<file path="config.mk">
export PLATFORM = sky130hd
export DESIGN_NAME = bus_ctrl
export DESIGN_NICKNAME = d
export VERILOG_FILES = /design/src/rtl/bus_pkg.sv /design/src/rtl/bus_addr_dec.sv /design/src/rtl/bus_ctrl.sv
export SDC_FILE = /design/constraint.sdc
export NUM_CORES = 1
export LEC_CHECK = 0
export CORE_AREA = 5 5 105 147
export CTS_BUF_LIST = sky130_fd_sc_hd__clkbuf_4
export DETAILED_ROUTE_END_ITERATION = 6
export DIE_AREA = 0 0 110 152
export PLACE_DENSITY = 0.82
export SLEW_MARGIN = 20
export SYNTH_ARGS = -nofsm -noshare
export SYNTH_HDL_FRONTEND = slang
export SYNTH_SLANG_ARGS = --single-unit
</file>
<file path="constraint.sdc">
create_clock -name clk -period 5.6 [get_ports clk]
set_input_delay 1.68 -clock clk [delete_from_list [all_inputs] [get_ports clk]]
set_output_delay 1.68 -clock clk [all_outputs]
set_load 0.01 [all_outputs]
</file>
<file path="src/rtl/bus_pkg.sv">
// bus_pkg: shared types and constants for the bus controller slice.
//   DW / AW            data and address widths
//   DEF_NSLV           default number of slave regions
//   DEF_BASE/DEF_MASK  default address map (slave 0 in the LSBs)
//   state_t            controller FSM states
//   idx_width()        width of a slave index for a given slave count
package bus_pkg;

   localparam int unsigned DW       = 32;
   localparam int unsigned AW       = 32;
   localparam int unsigned DEF_NSLV = 4;

   localparam logic [DEF_NSLV*AW-1:0] DEF_BASE =
      {32'hFFFFFE00, 32'hC0000000, 32'hA0000000, 32'h00000000};
   localparam logic [DEF_NSLV*AW-1:0] DEF_MASK =
      {32'hFFFFFF00, 32'hE0000000, 32'hE0000000, 32'hF0000000};

   typedef enum logic [1:0] {
      StIdle,
      StAccess,
      StResp,
      StErr
   } state_t;

   // A single slave still needs a 1-bit index signal.
   function automatic int unsigned idx_width(input int unsigned n);
      return (n > 1) ? $clog2(n) : 1;
   endfunction

endpackage

</file>
<file path="src/rtl/bus_addr_dec.sv">
// bus_addr_dec: combinational priority address decoder.
//   m_addr  in   master address
//   hit     out  some region matches m_addr
//   idx     out  index of the lowest-numbered matching region (0 when no hit)
module bus_addr_dec
   import bus_pkg::*;
#(
   parameter int unsigned         NSLV = DEF_NSLV,
   parameter logic [NSLV*AW-1:0] BASE = DEF_BASE,
   parameter logic [NSLV*AW-1:0] MASK = DEF_MASK,
   localparam int unsigned        IW   = idx_width(NSLV)
) (
   input  logic [AW-1:0] m_addr,
   output logic          hit,
   output logic [IW-1:0] idx
);

   // Ascending scan; the first match is kept so overlapping regions resolve to the lowest index.
   always_comb begin
      hit = 1'b0;
      idx = '0;
      for (int unsigned i = 0; i < NSLV; i++) begin
         if (!hit && ((m_addr & MASK[i*AW +: AW]) == BASE[i*AW +: AW])) begin
            hit = 1'b1;
            idx = IW'(i);
         end
      end
   end

endmodule

</file>
<file path="src/rtl/bus_ctrl.sv">
// bus_ctrl: single-master to multi-slave bus controller with address decode and timeout.
//   clk, rst           clock, asynchronous active-high reset
//   m_addr, m_wdata    master address / write data
//   m_read, m_write    master request strobes, held until m_ready
//   m_rdata            read data, valid with m_ready
//   m_ready, m_err     one-cycle completion pulse and its error qualifier
//   s_sel              one-hot slave select (registered)
//   s_we, s_re         registered write / read enables
//   s_addr, s_wdata    registered address / write data
//   s_rdata, s_ack     concatenated slave read data, per-slave completion
module bus_ctrl
   import bus_pkg::*;
#(
   parameter int unsigned         NSLV    = DEF_NSLV,
   parameter logic [NSLV*AW-1:0] BASE    = DEF_BASE,
   parameter logic [NSLV*AW-1:0] MASK    = DEF_MASK,
   parameter int unsigned         TIMEOUT = 255
) (
   input  logic               clk,
   input  logic               rst,
   input  logic [AW-1:0]      m_addr,
   input  logic               m_read,
   input  logic               m_write,
   input  logic [DW-1:0]      m_wdata,
   output logic [DW-1:0]      m_rdata,
   output logic               m_ready,
   output logic               m_err,
   output logic [NSLV-1:0]    s_sel,
   output logic               s_we,
   output logic               s_re,
   output logic [AW-1:0]      s_addr,
   output logic [DW-1:0]      s_wdata,
   input  logic [NSLV*DW-1:0] s_rdata,
   input  logic [NSLV-1:0]    s_ack
);

   localparam int unsigned IW = idx_width(NSLV);
   // The counter never holds more than TIMEOUT-1.
   localparam int unsigned CW = (TIMEOUT > 1) ? $clog2(TIMEOUT) : 1;

   state_t          state_q;
   logic [IW-1:0]   idx_q;
   logic [CW-1:0]   cnt_q;

   logic            dec_hit;
   logic [IW-1:0]   dec_idx;
   logic [NSLV-1:0] dec_onehot;
   logic            sel_ack;
   logic [DW-1:0]   sel_rdata;
   logic            req;
   logic            bad_req;
   logic            tmo_hit;

   bus_addr_dec #(
      .NSLV (NSLV),
      .BASE (BASE),
      .MASK (MASK)
   ) u_dec (
      .m_addr (m_addr),
      .hit    (dec_hit),
      .idx    (dec_idx)
   );

   // One-hot of the decoded slave, and ack/rdata of the latched slave only.
   always_comb begin
      dec_onehot = '0;
      sel_ack    = 1'b0;
      sel_rdata  = '0;
      for (int unsigned i = 0; i < NSLV; i++) begin
         dec_onehot[i] = (dec_idx == IW'(i));
         if (idx_q == IW'(i)) begin
            sel_ack   = s_ack[i];
            sel_rdata = s_rdata[i*DW +: DW];
         end
      end
   end

   assign req     = m_read | m_write;
   assign bad_req = (m_read & m_write) | ~dec_hit;
   assign tmo_hit = (TIMEOUT != 0) && ((32'(cnt_q) + 32'd1) == TIMEOUT);

   always_ff @(posedge clk or posedge rst) begin
      if (rst) begin
         state_q <= StIdle;
         idx_q   <= '0;
         cnt_q   <= '0;
         m_rdata <= '0;
         m_ready <= 1'b0;
         m_err   <= 1'b0;
         s_sel   <= '0;
         s_we    <= 1'b0;
         s_re    <= 1'b0;
         s_addr  <= '0;
         s_wdata <= '0;
      end else begin
         unique case (state_q)
            StIdle: begin
               if (req) begin
                  if (bad_req) begin
                     state_q <= StErr;
                     m_ready <= 1'b1;
                     m_err   <= 1'b1;
                     m_rdata <= '0;
                  end else begin
                     state_q <= StAccess;
                     idx_q   <= dec_idx;
                     cnt_q   <= '0;
                     s_sel   <= dec_onehot;
                     s_we    <= m_write;
                     s_re    <= m_read;
                     s_addr  <= m_addr;
                     s_wdata <= m_wdata;
                  end
               end
            end
            StAccess: begin
               // Ack is checked first so it wins over a coincident timeout.
               if (sel_ack) begin
                  state_q <= StResp;
                  m_ready <= 1'b1;
                  m_err   <= 1'b0;
                  m_rdata <= s_we ? '0 : sel_rdata;
                  s_sel   <= '0;
                  s_we    <= 1'b0;
                  s_re    <= 1'b0;
               end else if (tmo_hit) begin
                  state_q <= StErr;
                  m_ready <= 1'b1;
                  m_err   <= 1'b1;
                  m_rdata <= '0;
                  s_sel   <= '0;
                  s_we    <= 1'b0;
                  s_re    <= 1'b0;
               end else begin
                  cnt_q <= cnt_q + CW'(1);
               end
            end
            StResp, StErr: begin
               state_q <= StIdle;
               m_ready <= 1'b0;
               m_err   <= 1'b0;
            end
            default: state_q <= StIdle;
         endcase
      end
   end

endmodule

</file>
**Run 1: drive-strength map**

(2 px per µm)
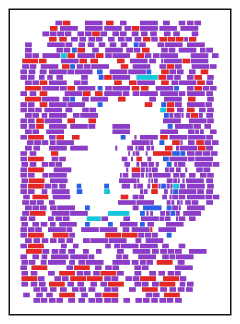
Key: drive 6 and up = cyan [cells 7, share 1.0%]; drive 3 to 4 = blue [cells 33, share 4.8%]; drive 1 or less = purple [cells 547, share 79%]; drive 2 = red [cells 102, share 15%]

**Run 1: track usage over the die**

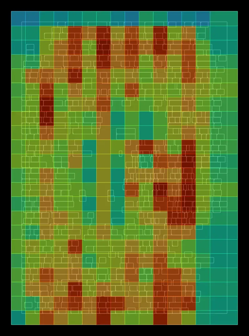
gr busiest metal: met2
M2 GR Usage: 38.9%
routed len/inst: 20.5 µm
Total GRT Usage: 21.8%
Layout Utilization: 63.5%

**Run 1: cells colored by class**

(2 px per µm) Fill, decap, tap and diode cells in gray.
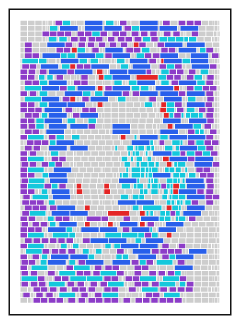
Key: clock drivers and dummy loads = red [cells 32, share of their area 3.3%]; all other logic = cyan [cells 232, share of their area 28%]; other buffers and delay cells = purple [cells 309, share of their area 35%]; flip-flops = blue [cells 116, share of their area 33%]

==> flow_metrics.tcl, run 1 <==
# collected from the flow reports
set metrics [dict create \
    outcome "complete, no violations" \
    grt_overflow_total 0 \
    synth-edff-count 0 \
    clk_pin_slew_ps 110 \
    first_global_vias 5209 \
    seq_share_pct 32.4 \
    hp-class "reg2reg" \
    tightest_slew_ps 874 \
    hold_viol 0 \
    worst_r2r_endpoint "m_rdata[9]" \
    ys_area_um2 5460 \
    ys_sh_simple_pct 4.95 \
    slew_viol_final 0 \
    synth_cell_types 47 \
    synth_cells 373 \
    critical_path_class "in2reg" \
    postCtsSetupRepairBufs 0 \
    setup_viol 0 \
    start_kind "input pin" \
    p_comb_share_pct 51.2 \
    ys_top_logic_family "multiplexers" \
    worst_slack_ps 1710 \
    dpl.hpwl_mm 14.3 \
    r2r_cells 8 \
    async_flop_share_pct 100 \
    finClkSkew_ps 20.4 \
    gp_congestion 0.876 \
    holdPathEnd "s_sel[3]" \
    num_rows 52 \
    synth_area_um2 5460 \
    fin_crit_ps 3890 \
    cp-startpoint "m_addr[8]" \
    p_clk_share_pct 14.2 \
    floorplan.nets 575 \
    met3_usage_pct 6.03 \
    yosys-top-cells-area "dfrtp_1 (53%), mux4_2 (14%), mux2_2 (13%)" \
    met1_usage_pct 22.1 \
]
-- run 1: worst max-delay path: stages --
cell             delay, ps
clkdlybuf4s50_1        430
nand4b_1               230
nor4_1                 430
a21oi_1                240
nor2_4                 140
buf_4                  670
mux2_2                 420
-- run 1: power groups by stage --
stage / Combinational (W) / Sequential (W) / Clock, W
after floorplan: 0.000985 / 0.00160 / 0
after global placement: 0.00216 / 0.00148 / 0
after detailed placement: 0.00223 / 0.00149 / 0
after CTS: 0.00223 / 0.00149 / 0.000635
after global routing: 0.00234 / 0.00154 / 0.000669
final: 0.00219 / 0.00149 / 0.000608
**Run 1: gate-type map**

(2 px per µm)
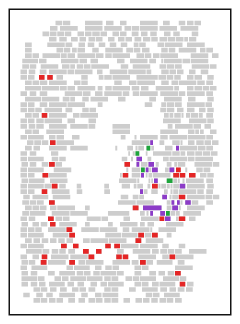

==> run 1 -> run 2 <==
- clock period: 5.6 -> 3.95 ns (I/O delays scaled with it)
**Run 2: gate-type map**

(2 px per µm)
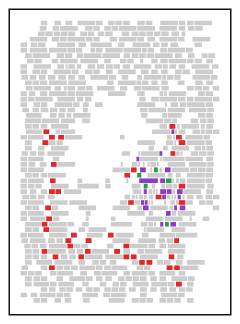
Key: inverting AOI/OAI gates = purple [cells 21, most used a21oi_1]; AND and OR gates = green [cells 5]; AND-OR and OR-AND gates = red [cells 43, most used a22o_1]

==> flow_metrics.tcl, run 2 <==
# collected from the flow reports
set metrics [dict create \
    lay_top_cells "clkdlybuf4s50_1 (303), dfrtp_1 (115), mux2_2 (63)" \
    postCtsSetupRepairBufs 0 \
    slew_viol_final 0 \
    hp-class "reg2reg" \
    drt-initial-drc-count 180 \
    p_clk_w 0.00102 \
    p_comb_share_pct 50.1 \
    buf_share_pct 34.7 \
    setup_viol 0 \
    synth_area_um2 5460 \
    internal-power_w 0.00418 \
    hold_viol 0 \
    ys_area_um2 5460 \
    cp-startpoint "m_addr[29]" \
    grt_use_total_pct 22.2 \
    worst_r2r_endpoint "m_rdata[7]" \
    tightest_slew_ps 640 \
    synth-edff-count 0 \
    powerComb_w 0.00313 \
    power_w 0.00625 \
    worst_slack_ps 943 \
    crit_chain "clkdlybuf4s50_1, nand4_1, nor4_1, a21oi_1, o31ai_1, nand2b_1, a32o_1" \
    num_rows 52 \
    cap_violations 0 \
    yosys-top-cells-area "dfrtp_1 (53%), mux4_2 (14%), mux2_2 (13%)" \
    dpl.hpwl_mm 14.4 \
    fin_util_pct 64.2 \
    crit_buf_inv 1 \
    synth_cells 373 \
    critPathMaxStageDelay_ps 630 \
    cpLargestDelayFamily "AND-OR/OR-AND gates" \
    hold_path_startpoint "s_addr[19]" \
    synth_top_cell_by_area "dfrtp_1" \
    synth_cell_types 47 \
    cp_slowest_cell "clkdlybuf4s50_1" \
    clk_pin_slew_ps 110 \
    powerDensity_nw_per_um2 689 \
    async_flop_share_pct 100 \
    p_clk_share_pct 16.3 \
    gp_congestion 0.844 \
    fin_area_um2 9060 \
    fin_crit_ps 3010 \
    seq-power_w 0.00210 \
    finClkSkew_ps 18.8 \
    clock_buffers 17 \
    grt_max_degree 74 \
    wl_per_cell_um 20.5 \
    start_kind "input pin" \
    r2r_cells 8 \
    holdPathEnd "s_addr[19]" \
    leakage_nw 3.67 \
    grt_overflow_total 0 \
    outcome "complete, no violations" \
    critical_path_depth 7 \
    die_h_um 152 \
    endpoint "s_sel[2]" \
    critical_path_class "in2reg" \
    floorplan.nets 575 \
    first_global_vias 5203 \
    r2r_start "cnt_q[0]" \
    postRouteAntennaNets 0 \
]
**Run 2: cells colored by class**

(2 px per µm) Fill, decap, tap and diode cells in gray.
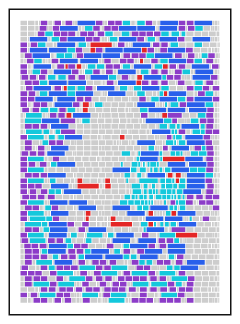
Key: flip-flops = blue [cells 116, share of their area 33%]; other buffers and delay cells = purple [cells 311, share of their area 36%]; clock drivers and dummy loads = red [cells 32, share of their area 3.8%]; all other logic = cyan [cells 232, share of their area 28%]

[run 2: kinds of logic (layout without fill, tap and decap cells)]
group / Yosys count / after routing / share of synthesized area, %
multiplexers: 100 / 100 / 27.4
flip-flops: 116 / 116 / 53.2
adder cells (fa/ha/maj): 2 / 2 / 0.458
other: 0 / 1 / 0
XOR/XNOR: 6 / 6 / 0.962
buffers and inverters: 35 / 353 / 3.16
AND/OR/NAND/NOR: 50 / 50 / 4.95
AND-OR/OR-AND: 64 / 64 / 9.88
[run 2: per-layer routing]
layer  vias up  share of wire [%]  GRT usage [%]
met3        47                6.4           6.54
met1      2294                 34           22.6
met2       204                 56           40.0
li1       2054                  -              -
met5         -                  0              0
met4         0                3.8           10.8
**Run 2: track usage over the die**

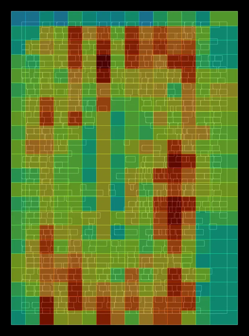

==> run 2 -> run 3 <==
- CORE_AREA: 5 5 105 147 -> 5 5 111 154
- DIE_AREA: 0 0 110 152 -> 0 0 116 159
- PLACE_DENSITY: 0.82 -> 0.77
- clock period: 3.95 -> 2.74 ns (I/O delays scaled with it)
**Run 3: track usage over the die**

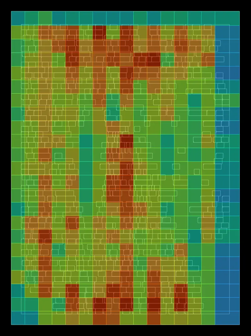
routing usage on met1: 21.0%
GR Util met3: 4.60%
Layout Utilization: 59.3%
M2 GR Usage: 37.2%
Total GRT Usage: 20.0%

**Run 3: gate-type map**

(2 px per µm)
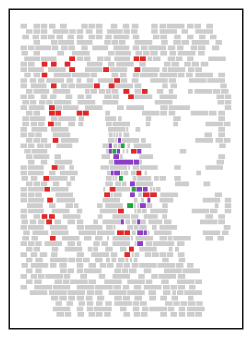
Key: AND-OR and OR-AND gates = red [cells 43, most used a22o_1]; AND and OR gates = green [cells 5, where center]; inverting AOI/OAI gates = purple [cells 21, most used a21oi_1, where center]

==> flow_metrics.tcl, run 3 <==
# collected from the flow reports
set metrics [dict create \
    compound_area_share_pct 9.88 \
    outcome "complete, no violations" \
    start_kind "input pin" \
    postRouteAntennaNets 0 \
    p_comb_share_pct 51.2 \
    clk_pin_slew_ps 120 \
    synth_cells 373 \
    floorplan.nets 575 \
    worst_r2r_endpoint "m_rdata[2]" \
    r2r_start "cnt_q[0]" \
    die_h_um 159 \
    hold_path_startpoint "s_addr[22]" \
    first_global_vias 5208 \
    wl_met2_mm 10.4 \
    p_clk_share_pct 15.3 \
    seq_share_pct 31.5 \
    num_rows 54 \
    yosys-top-cells-area "dfrtp_1 (53%), mux4_2 (14%), mux2_2 (13%)" \
    ys_top_logic_family "multiplexers" \
    powerComb_w 0.00460 \
    dpl.hpwl_mm 15.0 \
    synth_top_cell_by_area "dfrtp_1" \
    drt-initial-drc-count 143 \
    async_flop_share_pct 100 \
    met3_length_um 942 \
    fin_area_um2 9220 \
    postCtsSetupRepairBufs 0 \
    wl_met1_mm 6.26 \
    synth-edff-count 0 \
    holdPathEnd "s_addr[22]" \
    ys_sh_simple_pct 4.95 \
    setup_viol 0 \
    hp-class "reg2reg" \
    p_clk_w 0.00138 \
    buf_share_pct 36.0 \
    powerDensity_nw_per_um2 975 \
    xor_share_pct 0.962 \
    r2r_cells 8 \
    maxPowerGroup "combinational cells" \
    lay_top_cells "clkdlybuf4s50_1 (303), dfrtp_1 (115), mux2_2 (63)" \
    synth_cell_types 47 \
    ys_area_um2 5460 \
    top_layer_used "met4" \
    grt_overflow_total 0 \
    finClkSkew_ps 28.7 \
    grt-busiest-layer "met2" \
    wl_per_cell_um 20.1 \
    critical_path_class "in2reg" \
    clock_buffers 17 \
    fin_crit_ps 2610 \
]
==> run 3: netlist changes by cell type in the layout (fill, tap and decap cells not counted), sizes merged <==
cell / delta
clkinvlp: -1
inv: +9
clkinv: -5
buf: +18
bufinv: -3
==> run 3: critical path, cell delays in order <==
cell             delay [ps]
clkdlybuf4s50_1         490
nand4b_1                130
nor4_1                  320
buf_4                   170
a21oi_1                 130
o31ai_1                 430
nand2b_1                240
a32o_1                  260
==> run 3: worst max-delay path by stage <==
stage                     startpoint         end  slack, ps  cells past startpoint
after global routing      m_addr[11]        s_we        110                      8
after CTS                 m_addr[11]        s_we        160                      8
after global placement     m_addr[8]        s_we       -350                      8
final                     m_addr[11]        s_we        130                      8
after detailed placement  m_addr[11]        s_we       -410                      8
after floorplan            m_addr[8]  s_addr[17]        110                      7

==> notes/layouts.md <==
Pictures saved along the way, in no particular order.

M3 wires.
(3 px per µm)
Plate I
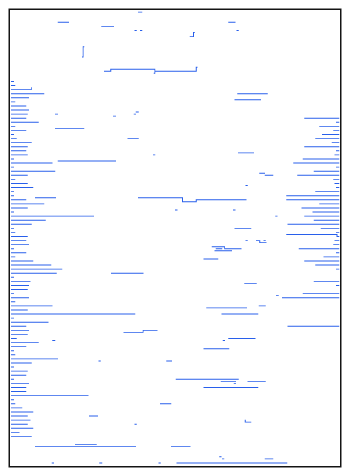
Plate II
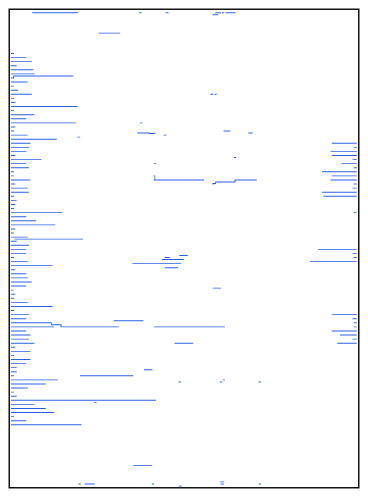
run 3 -> Plate II
run 1 -> Plate I

Power figures rest on the tool's default switching activity, not on a simulated workload.
